**config.mk**
```make
export PLATFORM = sky130hd
export DESIGN_NAME = pdcch_fifo_arbiter
export DESIGN_NICKNAME = d
export VERILOG_FILES = /design/src/rtl/pdcch_fifo_arbiter.sv
export SDC_FILE = /design/constraint.sdc
export NUM_CORES = 1
export LEC_CHECK = 0
export CAP_MARGIN = 40
export CORE_MARGIN = 2
export CORE_UTILIZATION = 39
export CTS_BUF_LIST = sky130_fd_sc_hd__clkbuf_2 sky130_fd_sc_hd__clkbuf_4 sky130_fd_sc_hd__clkbuf_8
export DETAILED_ROUTE_END_ITERATION = 16
export GPL_ROUTABILITY_DRIVEN = 0
export GPL_TIMING_DRIVEN = 1
export PLACE_DENSITY_LB_ADDON = 0.1
export SYNTH_ARGS = -nofsm -noshare
export SYNTH_HDL_FRONTEND = slang
export SYNTH_SLANG_ARGS = --single-unit
```
**constraint.sdc**
```tcl
create_clock -name aclk -period 1.82 [get_ports aclk]
set_input_delay 0.364 -clock aclk [delete_from_list [all_inputs] [get_ports aclk]]
set_output_delay 0.364 -clock aclk [all_outputs]
set_load 0.005 [all_outputs]
```
**src/rtl/pdcch_fifo_arbiter.sv**
```systemverilog
// pdcch_fifo_arbiter: round-robin, packet-granular N:1 AXI-Stream arbiter
// feeding the single write port of the PDCCH sync FIFO.
// A grant is held until the source's last beat or until MAX_BURST beats.
// Optional macro ARB_TIMEOUT_EN: revoke a grant whose source stays idle for
// TIMEOUT cycles and pulse timeout_err; undefined, timeout_err is tied 0.
module pdcch_fifo_arbiter #(
    parameter int NUM_SRC    = 4,
    parameter int DATA_WIDTH = 8,
    parameter int MAX_BURST  = 64,
    parameter int ID_W       = $clog2(NUM_SRC),
    parameter int TIMEOUT    = 256
) (
    input  logic                          aclk,
    input  logic                          reset,
    input  logic [NUM_SRC*DATA_WIDTH-1:0] s_axis_data,
    input  logic [NUM_SRC-1:0]            s_axis_valid,
    input  logic [NUM_SRC-1:0]            s_axis_last,
    output logic [NUM_SRC-1:0]            s_axis_ready,
    output logic [DATA_WIDTH-1:0]         m_axis_data,
    output logic                          m_axis_valid,
    output logic                          m_axis_last,
    output logic [ID_W-1:0]               m_axis_id,
    input  logic                          m_axis_ready,
    output logic                          grant_active,
    output logic                          timeout_err
);

    localparam int CNT_W = $clog2(MAX_BURST + 1);
    localparam logic [CNT_W-1:0] BURST_LAST = CNT_W'(MAX_BURST - 1);

    if (NUM_SRC < 2 || NUM_SRC > 8) begin : g_bad_num_src
        $error("pdcch_fifo_arbiter: NUM_SRC must be in 2..8");
    end
    if (MAX_BURST < 1) begin : g_bad_burst
        $error("pdcch_fifo_arbiter: MAX_BURST must be >= 1");
    end
    if (TIMEOUT < 1) begin : g_bad_timeout
        $error("pdcch_fifo_arbiter: TIMEOUT must be >= 1");
    end

    typedef enum logic {
        IDLE,
        XFER
    } state_t;

    state_t              state, state_nxt;
    logic [ID_W-1:0]     grant_id, grant_nxt;
    logic [ID_W-1:0]     last_grant, last_grant_nxt;
    logic [CNT_W-1:0]    beat_cnt, beat_cnt_nxt;
    logic [ID_W-1:0]     rr_pick;
    logic                rr_found;
    logic [DATA_WIDTH-1:0] sel_data;
    logic                sel_valid;
    logic                sel_last;
    logic                beat_acc;
    logic                revoke;

    // Round-robin search starting one past the previous grant
    always_comb begin
        int unsigned idx;
        rr_pick  = '0;
        rr_found = 1'b0;
        idx      = 0;
        for (int unsigned k = 1; k <= NUM_SRC; k++) begin
            idx = (int'(last_grant) + k) % NUM_SRC;
            if (!rr_found && s_axis_valid[idx]) begin
                rr_found = 1'b1;
                rr_pick  = ID_W'(idx);
            end
        end
    end

    // Select the granted source's beat, valid and last
    always_comb begin
        sel_data  = '0;
        sel_valid = 1'b0;
        sel_last  = 1'b0;
        for (int unsigned i = 0; i < NUM_SRC; i++) begin
            if (ID_W'(i) == grant_id) begin
                sel_data  = s_axis_data[i*DATA_WIDTH +: DATA_WIDTH];
                sel_valid = s_axis_valid[i];
                sel_last  = s_axis_last[i];
            end
        end
    end

    // Output pass-through while a grant is active; everything quiet in IDLE
    always_comb begin
        s_axis_ready = '0;
        m_axis_data  = '0;
        m_axis_valid = 1'b0;
        m_axis_last  = 1'b0;
        m_axis_id    = '0;
        grant_active = 1'b0;
        if (state == XFER) begin
            m_axis_data  = sel_data;
            m_axis_valid = sel_valid;
            m_axis_last  = sel_last || (beat_cnt == BURST_LAST);
            m_axis_id    = grant_id;
            grant_active = 1'b1;
            for (int unsigned i = 0; i < NUM_SRC; i++) begin
                s_axis_ready[i] = (ID_W'(i) == grant_id) && m_axis_ready;
            end
        end
    end

    assign beat_acc = m_axis_valid && m_axis_ready;

`ifdef ARB_TIMEOUT_EN
    localparam int IDLE_W = $clog2(TIMEOUT + 1);
    localparam logic [IDLE_W-1:0] IDLE_LAST = IDLE_W'(TIMEOUT - 1);

    logic [IDLE_W-1:0] idle_cnt;
    logic              timeout_q;

    assign revoke      = (state == XFER) && !sel_valid && (idle_cnt == IDLE_LAST);
    assign timeout_err = timeout_q;

    // Count consecutive idle-valid cycles of the granted source; pulse on revoke
    always_ff @(posedge aclk) begin
        if (!reset) begin
            idle_cnt  <= '0;
            timeout_q <= 1'b0;
        end else begin
            timeout_q <= revoke;
            if (state != XFER || sel_valid || revoke) begin
                idle_cnt <= '0;
            end else begin
                idle_cnt <= idle_cnt + 1'b1;
            end
        end
    end
`else
    assign revoke      = 1'b0;
    assign timeout_err = 1'b0;
`endif

    // Next-state logic: arbitrate in IDLE, hold the grant through XFER
    always_comb begin
        state_nxt      = state;
        grant_nxt      = grant_id;
        last_grant_nxt = last_grant;
        beat_cnt_nxt   = beat_cnt;
        case (state)
            IDLE: begin
                if (rr_found) begin
                    grant_nxt    = rr_pick;
                    beat_cnt_nxt = '0;
                    state_nxt    = XFER;
                end
            end
            XFER: begin
                if (beat_acc) begin
                    beat_cnt_nxt = beat_cnt + 1'b1;
                    if (m_axis_last) begin
                        last_grant_nxt = grant_id;
                        state_nxt      = IDLE;
                    end
                end else if (revoke) begin
                    last_grant_nxt = grant_id;
                    state_nxt      = IDLE;
                end
            end
            default: state_nxt = IDLE;
        endcase
    end

    // State register with synchronous active-low reset
    always_ff @(posedge aclk) begin
        if (!reset) begin
            state      <= IDLE;
            grant_id   <= '0;
            last_grant <= ID_W'(NUM_SRC - 1);
            beat_cnt   <= '0;
        end else begin
            state      <= state_nxt;
            grant_id   <= grant_nxt;
            last_grant <= last_grant_nxt;
            beat_cnt   <= beat_cnt_nxt;
        end
    end

endmodule
```
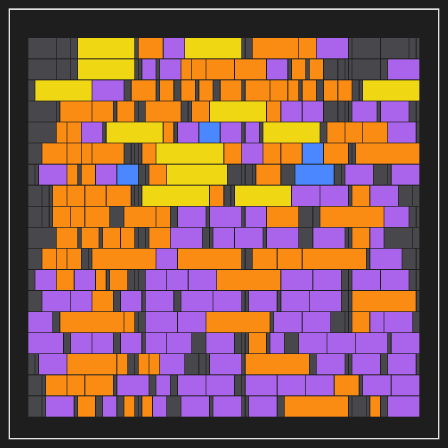
(run_1/placement_by_type.png)
Fill, decap, tap and diode cells in grey.
| colour | class | cells |
|---|---|---|
| yellow | flops | 12 |
| purple | other buffers and delay cells | 95 |
| blue | clock drivers and dummy loads | 4 |
| orange | combinational and other logic | 98 |
flop share of the area: 0.123
Core ar.: 2480 µm²
post-route cell area: 2020 µm²

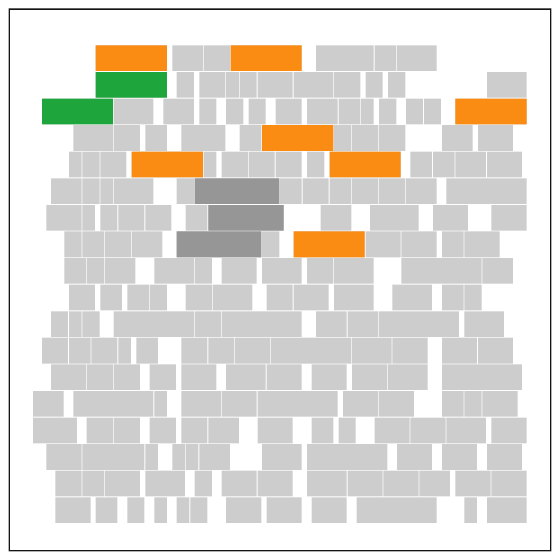
(run_1/flops_by_reg.png)
Other sequential cells in the stronger grey, the rest of the logic in the fainter grey.
| colour | name in the netlist | placed flops |
|---|---|---|
| green | last_grant | 2 |
| orange | beat_cnt | 7 |
not coloured: 3
Core Util, Final: 0.816
register area: 249 µm²
Flop+latch power: 0.287 mW

==> reports/results.ini, run 1 <==
[cts]
ctsHoldBuffers = 0
htreeDepth = 1
cts_buffers = 3
insertion_delay_ps = 280
cts_resized = 74
clk_pin_slew_worst_paths_ps = 80
cts_root_buffer = clkbuf_4
cts_tree = built

[synth]
ys.warnings.count = 0
ys_sh_mux = 0.217
synth_chip_area_um2 = 1020
syn_inst = 116
flop_cell = dfxtp_1
synth-async-reset-ratio = 0
logic_family = simple AND/OR/NAND/NOR gates
yosysSeqAreaShare = 0.234
yosys-top-cells-count = dfxtp_1, a21oi_1, and2_1, mux4_2, nand2b_1
ys_cells = 116
ys_types = 37
top_area_cell = dfxtp_1
synth_top_cell_by_count = dfxtp_1

[floorplanning]
rows = 18
fp_util = 0.414

[critical_path]
end_kind = primary output
worstPathRequired_ps = 1460
crit_fanout = 5
reg2reg_depth = 7
regToRegEndpoint = beat_cnt[5]
worstPathBufferInverterCount = 2
cp-start-kind = register
crit_family = multiplexers
startpoint = grant_id[0]
worstSetupPathType = register to primary output
worstPathCellList = buf_6 > mux4_2 > o21ba_4 > nor2b_1 > buf_2

[finish]
mostFrequentLayoutCells = clkdlybuf4s50_1, buf_4, buf_6
fillers = 166
drive_gt1_frac = 0.397
n_antenna_cell = 0
top_regs = beat_cnt x7, grant_id x2, last_grant x2
fin_cells = 239

[final_timing]
drv_slew = 0
hold_violations = 0
setup_viol = 14
fin_ws_ps = -237
holdWs_ps = 509
tns_ps = -1400
period_used_share = 1.13

[global_route]
top_usage_layer = met2
antenna_found_initial = 0
grt_pass1_wl_um = 5830
use_met2 = 0.447
use_met3 = 0.0632
grt_max_degree = 11

[route]
wire_per_inst_um = 17.4
initialDrtViolationCount = 43
drcViolationCount = 0
antenna_left = 0
totalWireLength_um = 4150
top_layer_used = met4
drt_pre_antenna_iters = 4

[power_and_ir_drop]
combPwrFrac = 0.472
swShare = 0.278
pwr-share-clk = 0.227
comb_cell_power_mw = 0.450
power-top-group = combinational logic

[min_path]
worstHoldPathType = register to register

[status]
violations = setup timing
outcome = finished with violations

[place]
placedCellCount = 222

[run]
warning_count = 28

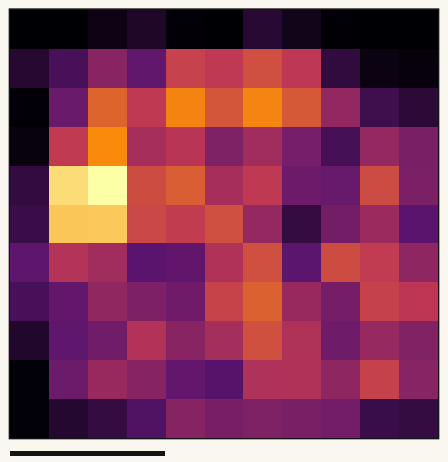
(run_1/metal_density.png)
Scale bar: 20 µm. The die is cut into 11 by 11 equal tiles; black is low, pale yellow is high, scaled to the fullest tile. Values are wire area over tile area, all layers added.
fullest tile: 0.64
densest ninth of the die: west
mean over tiles: 0.22
emptiest ninth of the die: north-east
gr usage total: 0.237
Vias: 1353

==> run 1: area by class of cell <==
| cell class | count | area, µm² | area share |
|---|---|---|---|
| flip-flops and latches | 12 | 249 | 0.123 |
| multi-input cells | 94 | 813 | 0.402 |
| well taps | 30 | 37.5 | 0.0186 |
| repair buffers | 95 | 871 | 0.431 |
| clock buffers | 4 | 36.3 | 0.0179 |
| inverters | 4 | 15.0 | 0.00743 |
==> run 1: worst min-delay path by stage <==
stage,endpoint,slack (ps)
after floorplan,beat_cnt[6],450
after global placement,beat_cnt[6],460
after detailed placement,beat_cnt[6],470
after CTS,beat_cnt[6],490
after global routing,beat_cnt[5],530
final,beat_cnt[6],510
==> run_1/wires.png <==
Scale bar: 20 µm. Two of the layers only.
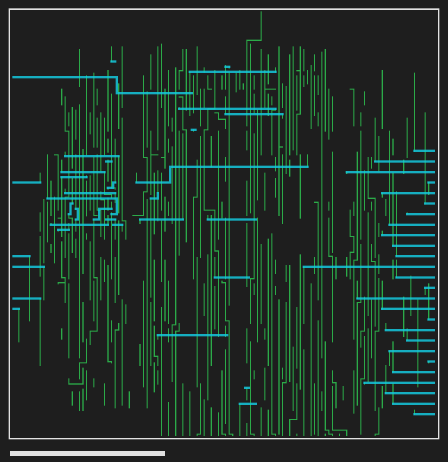

## Run 2: what changed since run 1
--- a/config.mk
+++ b/config.mk
@@ -15,2 +15,3 @@
 export PLACE_DENSITY_LB_ADDON = 0.1
+export SKIP_CTS_REPAIR_TIMING = 1
 export SYNTH_ARGS = -nofsm -noshare
--- a/constraint.sdc
+++ b/constraint.sdc
@@ -3,2 +3,2 @@
 set_output_delay 0.364 -clock aclk [all_outputs]
-set_load 0.005 [all_outputs]
+set_load 0.1 [all_outputs]
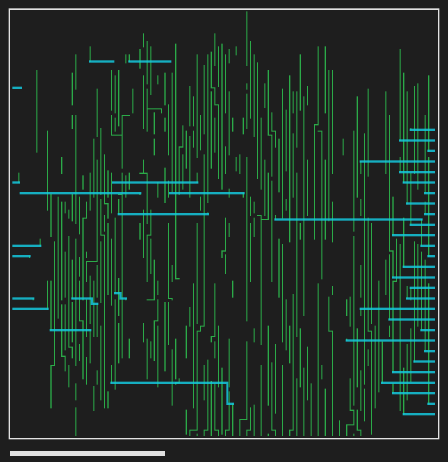
(run_2/wires.png)
Scale bar: 20 µm. Two of the layers only.
| colour | layer | wire length |
|---|---|---|
| cyan | metal 3 | 229 µm |
| green | metal 2 | 2150 µm |
Avg WL per Cell: 18.1 µm
DRT Wirelength: 3970 µm
Vias: 1236
gr usage total: 0.224

==> run 2 against run 1 <==
  * The run still ends with setup timing left
  * Combinational power up 64%
  * Maximum frequency up 0.63%
  * First-iteration DRC count down 21%
  * Power up 28%
  * Sequential share of layout area down 0.53 points
  * Routed wire length down 4.2%
  * Highest routed layer unchanged
  * Critical path type unchanged
  * Count of clock-buffer cells in the layout unchanged
==> reports/results.ini, run 2 <==
[floorplanning]
n_tap_cell = 30
rows = 18
fp_util = 0.414
floorplan.core_area_um2 = 2480

[route]
drcViolationCount = 0
via_per_inst = 5.64
antenna_left = 0
initialDrtViolationCount = 34
top_layer_used = met4
drt_pre_antenna_iters = 4

[final_timing]
period_used_share = 1.12
hold_violations = 0
fin_ws_ps = -224
holdWs_ps = 512
setup_viol = 12
tns_ps = -1900
drv_slew = 0

[finish]
final_cell_area_um2 = 2110
logic_gates = 93
lay_top_count = clkdlybuf4s50_1
postLayoutCoreUtil = 0.853
area_share_clock_buf_inv = 0.0142
mostFrequentLayoutCells = clkdlybuf4s50_1, buf_12, a21oi_1
fin_cells = 219
n_antenna_cell = 0
buffers_excl_clock = 76
flop-count = 12
comb_area_frac = 0.388
n_all_inverters = 4
comb_area_um2 = 821
regArea_um2 = 249
seq_share = 0.118
top_regs = beat_cnt x7, grant_id x2, last_grant x2

[cts]
htreeDepth = 1
cts_tree = built
insertion_delay_ps = 280
cts.sinks = 12
cts_root_buffer = clkbuf_4
cts_buffers = 3
clk_pin_slew_worst_paths_ps = 80

[critical_path]
startpoint = grant_id[0]
worstPathRequired_ps = 1460
crit_fanout = 3
r2r_slack_ps = -60
worstPathCellList = mux4_2 > o21ba_4 > nor2b_4 > buf_12
end_kind = primary output
worstSetupPathType = register to primary output
cp-start-kind = register
reg2reg_depth = 5

[synth]
synth-async-reset-ratio = 0
ys.warnings.count = 0
syn_inst = 116
flop_cell = dfxtp_1
area_leaders = dfxtp_1, mux4_2, and2_1, a21oi_1, nand2b_1
yosysSeqAreaShare = 0.234
synth_chip_area_um2 = 1020
yosys-top-cells-count = dfxtp_1, a21oi_1, and2_1, mux4_2, nand2b_1

[global_route]
use_met3 = 0.0422
top_usage_layer = met2
antenna_found_initial = 0
use_met2 = 0.417
grt_max_degree = 19

[run]
warning_count = 28

[status]
violations = setup timing
outcome = finished with violations

[power_and_ir_drop]
power_mw = 1.22
peakVddDrop_v = 0.000592

[min_path]
worstHoldPathType = register to register
hold-path-endpoint = beat_cnt[6]

[place]
placedCellCount = 208

run 2: cell counts after synthesis:
No cell type changed its count.
run 2: power by group:
part	switching [mW]	internal (mW)	total, mW
registers	0.0222	0.273	0.295
clock network	0.0899	0.0999	0.190
logic	0.382	0.355	0.737
run 2: kinds of logic (layout without fill, tap and decap cells):
group	Yosys count	in the layout	synth area share
other cells	1	1	0.00366
simple gates	51	51	0.286
buf+inv	11	84	0.0574
flops	12	12	0.234
fa+ha+maj	1	1	0.0122
compound gates	29	29	0.189
mux	11	11	0.217
run 2: worst max-delay path: cells and delay by family (launching register included):
kind | cells | cell delay [ps]
flip-flops | 1 | 390
multiplexers | 1 | 530
AND/OR/NAND/NOR | 1 | 50
AND-OR/OR-AND | 1 | 270
buffers and inverters | 1 | 160
Power is estimated from default activity; no workload was simulated.
